===== src/rtl/alu_pkg.sv =====
// rtl/alu_pkg.sv - shared ALU types and constants
// Provides the multiplier FSM state type and its width/iteration constants.
package alu_pkg;

    typedef enum logic [1:0] {
        IDLE,
        RUN,
        DONE
    } mult_state_t;

    localparam int MULT_WIDTH = 8;
    localparam int MULT_ITERS = 8;

endpackage


===== src/rtl/adder8.sv =====
// rtl/adder8.sv - 8-bit ripple adder with carry and signed overflow
// Ports: a, b (addends), cin (carry in), sum, cout (carry out),
//        overflow (two's-complement overflow of the sum).
module adder8 (
    input  logic [7:0] a,
    input  logic [7:0] b,
    input  logic       cin,
    output logic [7:0] sum,
    output logic       cout,
    output logic       overflow
);

    assign {cout, sum} = {1'b0, a} + {1'b0, b} + {8'd0, cin};
    assign overflow    = (a[7] == b[7]) && (sum[7] != a[7]);

endmodule


===== src/rtl/mult8_seq.sv =====
// rtl/mult8_seq.sv - sequential 8x8 shift-and-add multiplier
// Ports: clk, rst (async active-high); in_valid/in_ready with a, b, signed_op
//        as the operand handshake; out_valid/out_ready with the 16-bit product
//        as the result handshake; busy is high while iterating.
module mult8_seq
    import alu_pkg::*;
#(
    parameter int WIDTH = MULT_WIDTH
) (
    input  logic                 clk,
    input  logic                 rst,
    input  logic                 in_valid,
    output logic                 in_ready,
    input  logic [WIDTH-1:0]     a,
    input  logic [WIDTH-1:0]     b,
    input  logic                 signed_op,
    output logic                 out_valid,
    input  logic                 out_ready,
    output logic [2*WIDTH-1:0]   product,
    output logic                 busy
);

    localparam logic [3:0] LAST_COUNT = 4'(MULT_ITERS - 1);

    mult_state_t          state_q,     state_d;
    logic [WIDTH-1:0]     mcand_q,     mcand_d;
    logic [2*WIDTH-1:0]   acc_q,       acc_d;
    logic [3:0]           count_q,     count_d;
    logic                 neg_q,       neg_d;
    logic                 out_valid_q, out_valid_d;
    logic [2*WIDTH-1:0]   product_q,   product_d;

    logic [WIDTH-1:0]     a_mag;
    logic [WIDTH-1:0]     b_mag;
    logic [WIDTH-1:0]     add_b;
    logic [WIDTH-1:0]     add_sum;
    logic                 add_cout;
    logic                 adder_ovf_unused;
    logic [2*WIDTH-1:0]   acc_next;

    // Magnitudes in signed mode; -128 maps to 8'h80, which reads as 128 unsigned.
    assign a_mag = (signed_op && a[WIDTH-1]) ? (~a) + WIDTH'(1) : a;
    assign b_mag = (signed_op && b[WIDTH-1]) ? (~b) + WIDTH'(1) : b;

    assign add_b = acc_q[0] ? mcand_q : '0;

    adder8 u_adder8 (
        .a        (acc_q[2*WIDTH-1:WIDTH]),
        .b        (add_b),
        .cin      (1'b0),
        .sum      (add_sum),
        .cout     (add_cout),
        .overflow (adder_ovf_unused)
    );

    // Right shift that pulls the carry into the top; the multiplier bit just
    // consumed falls off the bottom.
    assign acc_next = {add_cout, add_sum, acc_q[WIDTH-1:1]};

    always_comb begin
        state_d     = state_q;
        mcand_d     = mcand_q;
        acc_d       = acc_q;
        count_d     = count_q;
        neg_d       = neg_q;
        out_valid_d = out_valid_q;
        product_d   = product_q;
        case (state_q)
            IDLE: begin
                if (in_valid) begin
                    mcand_d = a_mag;
                    acc_d   = {{WIDTH{1'b0}}, b_mag};
                    neg_d   = signed_op && (a[WIDTH-1] ^ b[WIDTH-1]);
                    count_d = 4'd0;
                    state_d = RUN;
                end
            end
            RUN: begin
                acc_d   = acc_next;
                count_d = count_q + 4'd1;
                if (count_q == LAST_COUNT) begin
                    product_d   = neg_q ? (~acc_next) + (2*WIDTH)'(1) : acc_next;
                    out_valid_d = 1'b1;
                    state_d     = DONE;
                end
            end
            DONE: begin
                if (out_ready) begin
                    out_valid_d = 1'b0;
                    state_d     = IDLE;
                end
            end
            default: state_d = IDLE;
        endcase
    end

    always_ff @(posedge clk or posedge rst) begin
        if (rst) begin
            state_q     <= IDLE;
            mcand_q     <= '0;
            acc_q       <= '0;
            count_q     <= 4'd0;
            neg_q       <= 1'b0;
            out_valid_q <= 1'b0;
            product_q   <= '0;
        end else begin
            state_q     <= state_d;
            mcand_q     <= mcand_d;
            acc_q       <= acc_d;
            count_q     <= count_d;
            neg_q       <= neg_d;
            out_valid_q <= out_valid_d;
            product_q   <= product_d;
        end
    end

    assign in_ready  = (state_q == IDLE);
    assign busy      = (state_q == RUN);
    assign out_valid = out_valid_q;
    assign product   = product_q;

endmodule

===== config.mk =====
export PLATFORM = sky130hd
export DESIGN_NAME = mult8_seq
export DESIGN_NICKNAME = d
export VERILOG_FILES = /design/src/rtl/alu_pkg.sv /design/src/rtl/adder8.sv /design/src/rtl/mult8_seq.sv
export SDC_FILE = /design/constraint.sdc
export NUM_CORES = 1
export LEC_CHECK = 0
export CORE_ASPECT_RATIO = 0.75
export CORE_UTILIZATION = 45
export DETAILED_ROUTE_END_ITERATION = 8
export GPL_TIMING_DRIVEN = 0
export MAX_ROUTING_LAYER = met4
export PLACE_DENSITY = 0.8
export SLEW_MARGIN = 20
export SYNTH_ARGS = -nofsm -noshare
export SYNTH_HDL_FRONTEND = slang
export SYNTH_SLANG_ARGS = --single-unit

===== constraint.sdc =====
create_clock -name clk -period 6.5 [get_ports clk]
set_clock_uncertainty 0.15 [all_clocks]
set_input_delay 1.3 -clock clk [delete_from_list [all_inputs] [get_ports clk]]
set_output_delay 1.3 -clock clk [all_outputs]
set_load 0.01 [all_outputs]

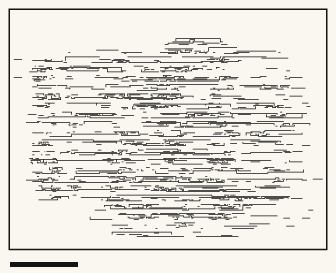
**Above:** the metal 1 layer.
Bar = 20 um.
- main direction: horizontal
- share of all routed wire: 50%
- wire length on this layer: 2980 um
- nets with wire on the layer: 351
- longest straight run: 28.5 um
Post-Route WL: 5940 um
routed vias: 2323

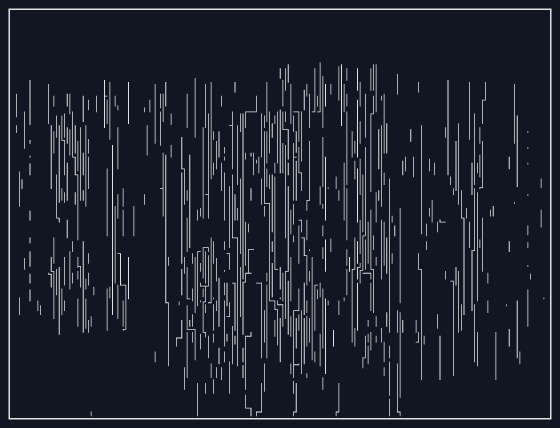
**Above:** M2 wires.
- longest straight run: 29.2 um
- main direction: vertical
- wire length on this layer: 2580 um
- share of all routed wire: 43%
met2 usage: 30.7%

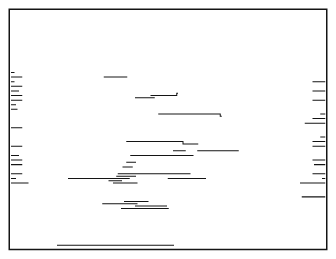
**Above:** signal wires on met3.
- main direction: horizontal
- wire length on this layer: 335 um
- share of all routed wire: 5.6%
GR Layer Usage met3: 3.59%

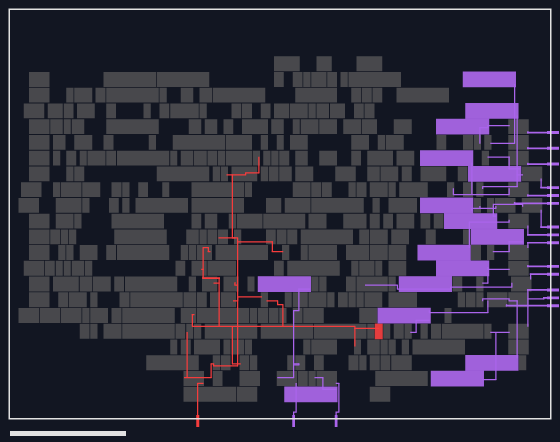
**Above:** I/O nets highlighted.
Bar = 20 um.
- red: busy (bits 1; direction output; end cells 1; buffers 2; wire 159 um)
- purple: product (bits 16; direction output; end cells 16; buffers 16; wire 285 um)
number of I/O pins: 40
I/O Buffers: 39

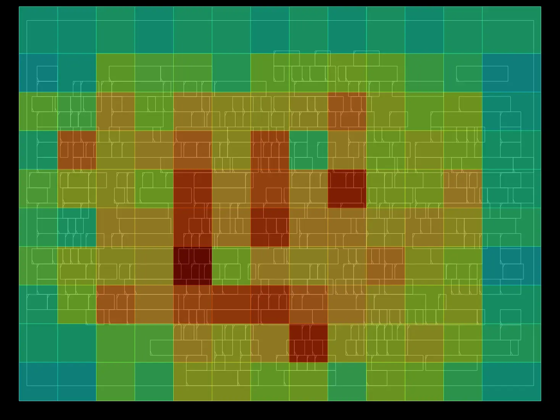
**Above:** routing congestion map.
post-layout util: 57.7%
Top Usage Layer GRT: met2
GRT Total Usage: 20.5%
wire length per cell: 13.3 um
grt met1 use: 28.6%

==> GITHUB_STEP_SUMMARY <==
## PnR job results

| Metric | Value |
|---|---|
| Status | `finished clean` |
| R2r endpoint | `product[13]` |
| Net Sw Frac | `42.9%` |
| Final min period | `3490 ps` |
| CTS Buf Count | `5` |
| Worst slew pin tran | `833 ps` |
| Number of cells on the worst hold path | `2` |
| Met2 wire length | `2580 um` |
| Crit. path cell count | `4` |
| First-pass GRT wire length | `10300 um` |
| Flops | `48` |
| R2R depth | `9` |
| Gate power share | `54.1%` |
| Simple Share, Synth | `19.6%` |
| Crit Path Max Fanout | `10` |
| Mapped Cells | `320` |
| Die Height | `70.5 um` |
| Hold_buf cts | `0` |
| Pin count of the biggest net entering global routing | `35` |
| Multiplexer share | `1.60%` |
| RSZ-0062 raised after global routing | `false` |
| Max cap viols | `0` |
| Fin area | `0.00341 mm2` |
| Crit share post-route | `53.7%` |
| Main flop type | `dfrtp_1` |
| Worst hold slack | `330 ps` |
| Clock share of power | `11.6%` |
| Min-delay src | `mcand_q[3]` |
| Synth Register Bits | `48` |
| Cells in synth_stat.txt | `320` |
| Critical path class | `flip-flop to output pin` |
| R2R Path Start | `acc_q[0]` |
| Slowest stage delay, CP | `620 ps` |
| Routed wl met3 | `334 um` |
| Initial drt markers | `153` |
| Xor/xnor share | `9.65%` |
| Die area | `0.00657 mm2` |
| Delay-heaviest family, CP | `buffers and inverters` |
| Power Dens Cells | `459 mW/mm2` |
| Chip Area, Yosys | `0.00281 mm2` |
| Clk tree area frac | `2.64%` |
| DP Area | `0.00332 mm2` |
| CTS root buffer | `clkbuf_8` |
| ANT cells | `0` |
| Nets | `401` |
| Yosys top cell by area | `dfrtp_1` |
| Crit path from | `state_q[1]` |
| Worst EP arrival | `2040 ps` |
| Nature of the critical path startpoint | `flip-flop` |
| Fraction of standard cell area in multi-input logic | `44.4%` |
| Std-Cell Rows | `24` |
| FP Util | `47.5%` |
| Sw power | `672 uW` |
| Largest type area fraction | `42.7%` |
| Log Warnings | `26` |
| Share of layout cells above drive strength 1 | `4.08%` |
| CP cell instances | `nand2b_1, clkinv_1, clkbuf_1, clkdlybuf4s50_1` |
| Vias per cell | `5.21` |
| AND-OR/OR-AND Cells, Area Fraction | `16.9%` |
| Non-CTS buffers | `50` |
| Area grow syn2layout | `21.3%` |
| FMAX | `286 MHz` |
| Vias in the first global route | `2212` |
| Clk slew on worst S/H paths | `80 ps` |
| Comb gates | `246` |
| Syn_area_per_cell | `8.79 um2` |
| Sequential group share of total power | `34.2%` |
| Initial DRT Pass Iterations | `4` |
| Adder Share, Synth | `6.05%` |
| Post-CTS Resized | `0` |
| Post-synthesis sequential area ratio | `42.7%` |
| GP Congestion | `0.902` |
| Die Wd | `93.3 um` |
| Distinct lib cells used | `42` |
[power by group through the flow]
stage / Sequential (uW) / Combinational, uW / Clock (uW)
floorplan: 534 / 572 / 0
global placement: 534 / 819 / 0
detailed placement: 541 / 850 / 0
CTS: 535 / 851 / 185
global route: 556 / 951 / 196
finish: 536 / 848 / 182
[kinds of logic after synthesis]
family                     after synthesis
adders and majority gates               13
DFF                                     48
and+or+nand+nor                        117
buffers and inverters                   26
AOI/OAI and AO/OA                       81
muxes                                    4
xor gates and xnor gates                31
[registers in the layout, indices dropped and copies added (netlist names)]
name	flops
mcand_q	8
product	16
state_q	2
count_q	4
neg_q	1
acc_q	16
out_valid	1
[tightest hold or removal path: cells and delay by family (launching register included)]
family | cells | cell delay, ps
flops | 1 | 340
compound gates | 1 | 60
simple gates | 1 | 50
Power figures rest on the tool's default switching activity, not on a simulated workload.
